[config.mk]
export PLATFORM = sky130hd
export DESIGN_NAME = bram_dma_engine
export DESIGN_NICKNAME = d
export VERILOG_FILES = /design/src/rtl/bram_dma_pkg.sv /design/src/rtl/bram_dma_addr_gen.sv /design/src/rtl/bram_dma_engine.sv
export SDC_FILE = /design/constraint.sdc
export NUM_CORES = 1
export LEC_CHECK = 0
export ABC_AREA = 1
export CAP_MARGIN = 20
export CORE_MARGIN = 5
export CORE_UTILIZATION = 45
export DETAILED_ROUTE_END_ITERATION = 8
export MAX_ROUTING_LAYER = met4
export PLACE_DENSITY = 0.75
export RECOVER_POWER = 100
export SLEW_MARGIN = 10
export SYNTH_ARGS = -nofsm -noshare
export SYNTH_HDL_FRONTEND = slang
export SYNTH_SLANG_ARGS = --single-unit
export TNS_END_PERCENT = 20
[constraint.sdc]
create_clock -name clk -period 2.8 [get_ports clk]
set_clock_uncertainty 0.15 [all_clocks]
set_input_delay 0.56 -clock clk [delete_from_list [all_inputs] [get_ports clk]]
set_output_delay 0.56 -clock clk [all_outputs]
set_load 0.05 [all_outputs]
[src/rtl/bram_dma_pkg.sv]
// Shared constants for the block-RAM DMA engine: FSM state encodings,
// mode/direction codes and default bus widths.
package bram_dma_pkg;

    localparam int DEF_ADDR_W = 16;
    localparam int DEF_DATA_W = 8;

    localparam logic [1:0] S_IDLE = 2'd0;
    localparam logic [1:0] S_RD   = 2'd1;
    localparam logic [1:0] S_WR   = 2'd2;
    localparam logic [1:0] S_DONE = 2'd3;

    localparam logic MODE_COPY = 1'b0;
    localparam logic MODE_FILL = 1'b1;
    localparam logic DIR_UP    = 1'b0;
    localparam logic DIR_DOWN  = 1'b1;

endpackage

[src/rtl/bram_dma_addr_gen.sv]
// Loadable up/down address counter; nxt_o is the value the counter takes at
// the next clock edge, so the engine can register it straight onto the RAM bus.
module bram_dma_addr_gen
    import bram_dma_pkg::*;
#(
    parameter int ADDR_W = DEF_ADDR_W
) (
    input  logic              clk,
    input  logic              rst_n,
    input  logic              load_i,
    input  logic              step_i,
    input  logic              dir_i,
    input  logic [ADDR_W-1:0] load_val_i,
    output logic [ADDR_W-1:0] nxt_o
);

    logic [ADDR_W-1:0] cnt_q;
    logic [ADDR_W-1:0] cnt_d;

    // Next count: load wins over step; stepping wraps modulo 2**ADDR_W.
    always_comb begin
        cnt_d = cnt_q;
        if (load_i) begin
            cnt_d = load_val_i;
        end else if (step_i && (dir_i == DIR_UP)) begin
            cnt_d = cnt_q + ADDR_W'(1);
        end else if (step_i && (dir_i == DIR_DOWN)) begin
            cnt_d = cnt_q - ADDR_W'(1);
        end else begin
            cnt_d = cnt_q;
        end
    end

    // Counter register.
    always_ff @(posedge clk or negedge rst_n) begin
        if (!rst_n) begin
            cnt_q <= {ADDR_W{1'b0}};
        end else begin
            cnt_q <= cnt_d;
        end
    end

    assign nxt_o = cnt_d;

endmodule

[src/rtl/bram_dma_engine.sv]
// Byte copy/fill bus master driving one block-RAM port.
// Optional build macro BRAM_DMA_CHECKSUM_EN adds csum, the modulo-256 sum of bytes written.
module bram_dma_engine
    import bram_dma_pkg::*;
#(
    parameter int ADDR_W = DEF_ADDR_W,
    parameter int DATA_W = DEF_DATA_W
) (
    input  logic              clk,
    input  logic              rst_n,
    input  logic              start,
    input  logic              abort,
    input  logic              mode,
    input  logic              dir,
    input  logic [ADDR_W-1:0] src_addr,
    input  logic [ADDR_W-1:0] dst_addr,
    input  logic [ADDR_W-1:0] len,
    input  logic [DATA_W-1:0] fill_val,
    output logic              busy,
    output logic              done,
    output logic              aborted,
    output logic [ADDR_W-1:0] remaining,
    output logic              mem_we,
    output logic [ADDR_W-1:0] mem_addr,
    output logic [DATA_W-1:0] mem_wdata,
    input  logic [DATA_W-1:0] mem_rdata
`ifdef BRAM_DMA_CHECKSUM_EN
   ,output logic [DATA_W-1:0] csum
`endif
);

    logic [1:0]        state_q, state_d;
    logic              mode_q, dir_q;
    logic [DATA_W-1:0] fill_q;
    logic [ADDR_W-1:0] rem_q, rem_d;
    logic [ADDR_W-1:0] addr_q, addr_d;
    logic              aborted_q, aborted_d;
    logic              busy_q, busy_d, done_q, done_d, we_q, we_d;
    logic              accept_s, src_step_s, dst_step_s;
    logic [ADDR_W-1:0] src_nxt_s, dst_nxt_s;

    assign accept_s = (state_q == S_IDLE) && start;

    bram_dma_addr_gen #(.ADDR_W(ADDR_W)) u_src_gen (
        .clk(clk), .rst_n(rst_n), .load_i(accept_s), .step_i(src_step_s),
        .dir_i(dir_q), .load_val_i(src_addr), .nxt_o(src_nxt_s)
    );

    bram_dma_addr_gen #(.ADDR_W(ADDR_W)) u_dst_gen (
        .clk(clk), .rst_n(rst_n), .load_i(accept_s), .step_i(dst_step_s),
        .dir_i(dir_q), .load_val_i(dst_addr), .nxt_o(dst_nxt_s)
    );

    // Transfer FSM; an abort lets the access of the current cycle finish.
    always_comb begin
        state_d    = state_q;
        rem_d      = rem_q;
        aborted_d  = aborted_q;
        src_step_s = 1'b0;
        dst_step_s = 1'b0;
        case (state_q)
            S_IDLE: begin
                if (start) begin
                    rem_d     = len;
                    aborted_d = 1'b0;
                    if (len == {ADDR_W{1'b0}}) begin
                        state_d = S_DONE;
                    end else if (mode == MODE_COPY) begin
                        state_d = S_RD;
                    end else begin
                        state_d = S_WR;
                    end
                end else begin
                    state_d = S_IDLE;
                end
            end
            S_RD: begin
                if (abort) begin
                    state_d   = S_DONE;
                    aborted_d = 1'b1;
                end else begin
                    state_d = S_WR;
                end
            end
            S_WR: begin
                dst_step_s = 1'b1;
                src_step_s = (mode_q == MODE_COPY);
                rem_d      = rem_q - ADDR_W'(1);
                if (abort) begin
                    state_d   = S_DONE;
                    aborted_d = 1'b1;
                end else if (rem_d == {ADDR_W{1'b0}}) begin
                    state_d = S_DONE;
                end else if (mode_q == MODE_COPY) begin
                    state_d = S_RD;
                end else begin
                    state_d = S_WR;
                end
            end
            S_DONE: begin
                state_d = S_IDLE;
            end
            default: begin
                state_d = S_IDLE;
            end
        endcase
    end

    // Output decode for the coming state; the RAM address holds while idle.
    always_comb begin
        busy_d = (state_d == S_RD) || (state_d == S_WR);
        done_d = (state_d == S_DONE);
        we_d   = (state_d == S_WR);
        case (state_d)
            S_RD:    addr_d = src_nxt_s;
            S_WR:    addr_d = dst_nxt_s;
            default: addr_d = addr_q;
        endcase
    end

    // State, count and registered output stage.
    always_ff @(posedge clk or negedge rst_n) begin
        if (!rst_n) begin
            state_q   <= S_IDLE;
            rem_q     <= {ADDR_W{1'b0}};
            addr_q    <= {ADDR_W{1'b0}};
            aborted_q <= 1'b0;
            busy_q    <= 1'b0;
            done_q    <= 1'b0;
            we_q      <= 1'b0;
            mode_q    <= 1'b0;
            dir_q     <= 1'b0;
            fill_q    <= {DATA_W{1'b0}};
        end else begin
            state_q   <= state_d;
            rem_q     <= rem_d;
            addr_q    <= addr_d;
            aborted_q <= aborted_d;
            busy_q    <= busy_d;
            done_q    <= done_d;
            we_q      <= we_d;
            if (accept_s) begin
                mode_q <= mode;
                dir_q  <= dir;
                fill_q <= fill_val;
            end
        end
    end

    // Copy data passes straight from the read port to keep 2 cycles per byte.
    assign mem_wdata = we_q ? ((mode_q == MODE_FILL) ? fill_q : mem_rdata) : {DATA_W{1'b0}};
    assign busy      = busy_q;
    assign done      = done_q;
    assign aborted   = aborted_q;
    assign remaining = rem_q;
    assign mem_we    = we_q;
    assign mem_addr  = addr_q;

`ifdef BRAM_DMA_CHECKSUM_EN
    logic [DATA_W-1:0] csum_q;

    // Running sum of every byte committed to RAM.
    always_ff @(posedge clk or negedge rst_n) begin
        if (!rst_n) begin
            csum_q <= {DATA_W{1'b0}};
        end else if (accept_s) begin
            csum_q <= {DATA_W{1'b0}};
        end else if (we_q) begin
            csum_q <= csum_q + mem_wdata;
        end
    end

    assign csum = csum_q;
`else
`endif

endmodule

==> flow_summary.toml <==
# synthesis and place-and-route metrics
[global_routing]
antenna_found_initial = 0
gr-total-overflow = 0
grt_util_met2_pct = 35.1
grt_pass1_vias = 5360
met3_usage_pct = 3.03

[power]
seq-power_mw = 2.36
ir_drop_mv = 0.577
total_power_mw = 9.36
combinationalPowerShare_pct = 61.9
p_clk_share_pct = 12.9

[setup_path]
start_kind = "flip-flop"
cp.required_ps = 2870
path_class = "reg -> reg"
rr_worst_depth = 20
cp-end-kind = "flip-flop"
crit_chain = "nor2_2 -> inv_2 -> nor2_8 -> nand2_2 -> nand2_1 -> nand2_1 -> nor2_1 -> nand2_1 -> nor2_2 -> nand3_2 -> nand2_1 -> nand2_1 -> nand2_2 -> inv_2 -> ha_4 -> clkinvlp_4 -> nand2_2 -> inv_2 -> nand2_1 -> nand2_1"
r2r-start = "remaining[3]"
critPathTopFamily = "simple AND/OR/NAND/NOR gates"
r2r_setup_slack_ps = 110
worstPathArrival_ps = 2760
cp.depth = 20

[timing]
fin_hold_ws_ps = 328
period_used_pct = 96.1
relSlewSlack_pct = -27.0
slew_viol_final = 33
worstMarginPinSlew_ps = 1900
rsz0062_at_grt = "true"

[clock_tree]
ctsHoldBuffers = 0
cts_max_level = 3
post_cts_buffers = 2
cts_resized = 5
clockBufferDepth = 2
clkLatencyLatePin_ps = 330
cts_buffers = 9
cts_root_buf = "clkbuf_16"

[cells_and_area]
nNonClkBuffers = 138
fillerInstances = 1066
area_delta_synth_final_pct = 34.9
seqCellArea_mm2 = 0.00200
sh_comb_area_pct = 41.3
comb_area_mm2 = 0.00299
stdcell_count = 1077
clkbuf_count = 12
drive_gt1_share_pct = 10.5
inv_count = 86
seq_cells = 80

[synthesis]
async_reset_ff_share_pct = 100
synthXorXnorAreaFrac_pct = 1.45
yosys-stat-cells = 804
synth-seq-cells = 80
yosys.area_share.aoi_pct = 11.0
ys_area_mm2 = 0.00537
synthMuxAreaShare_pct = 0
synth.distinct_cells = 40
top_cell = "nand2_1"
avgSynthCellArea_um2 = 6.67

[route]
wl_met2_mm = 7.19
ant_nets = 0
drt-met1-wl_mm = 7.22
drt_drc_violations_left = 0

[outcome]
violations = "capacitance limit, slew limit"
outcome = "finished with violations"

[hold_path]
hold_end = "mem_addr[14]"
min_from = "mem_addr[14]"

[placement]
placed_area_mm2 = 0.00685
placedCellCount = 1057
portBuffers = 113
hpwl_mm = 11.9

[die]
fp.coreArea_mm2 = 0.0116
fp.dieW_um = 119

[run]
maxCapViolations = 1
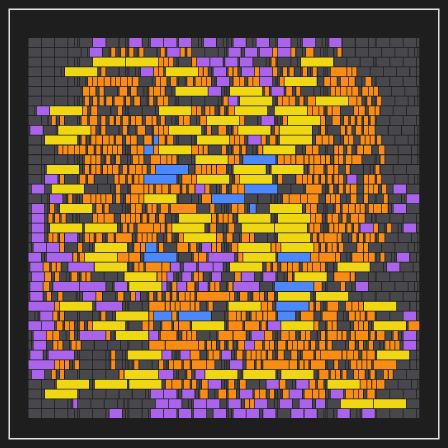
(cell classes on the final placement)
Fill, decap, tap and diode cells in gray.
legend:
  clock drivers and dummy loads:
    color: blue
    cells: 16
    share_of_their_area: 4.4%
  all other logic:
    color: orange
    cells: 700
    share_of_their_area: 47%
  flip-flops:
    color: yellow
    cells: 80
    share_of_their_area: 28%
  other buffers and delay cells:
    color: purple
    cells: 138
    share_of_their_area: 20%
cell row count: 39
fin util: 62.6%
Seq/total area: 27.7%
fin area: 0.00724 mm²

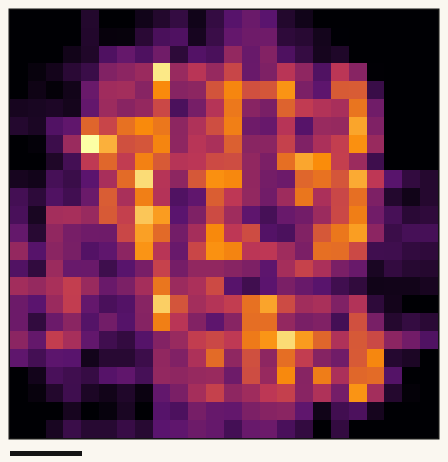
(signal metal coverage by tile)
The bar under the picture is 20 µm long. 24 x 24 tiles, from black (low) to pale yellow (high), scaled to the fullest tile. Values are wire area over tile area, all layers added.
fullest tile: 0.56
tiles over half the peak: 21%
mean over tiles: 0.18
nearly empty tiles: 15%
Routed WL: 15.6 mm
routed vias: 5607
drt wl/cell: 14.4 µm

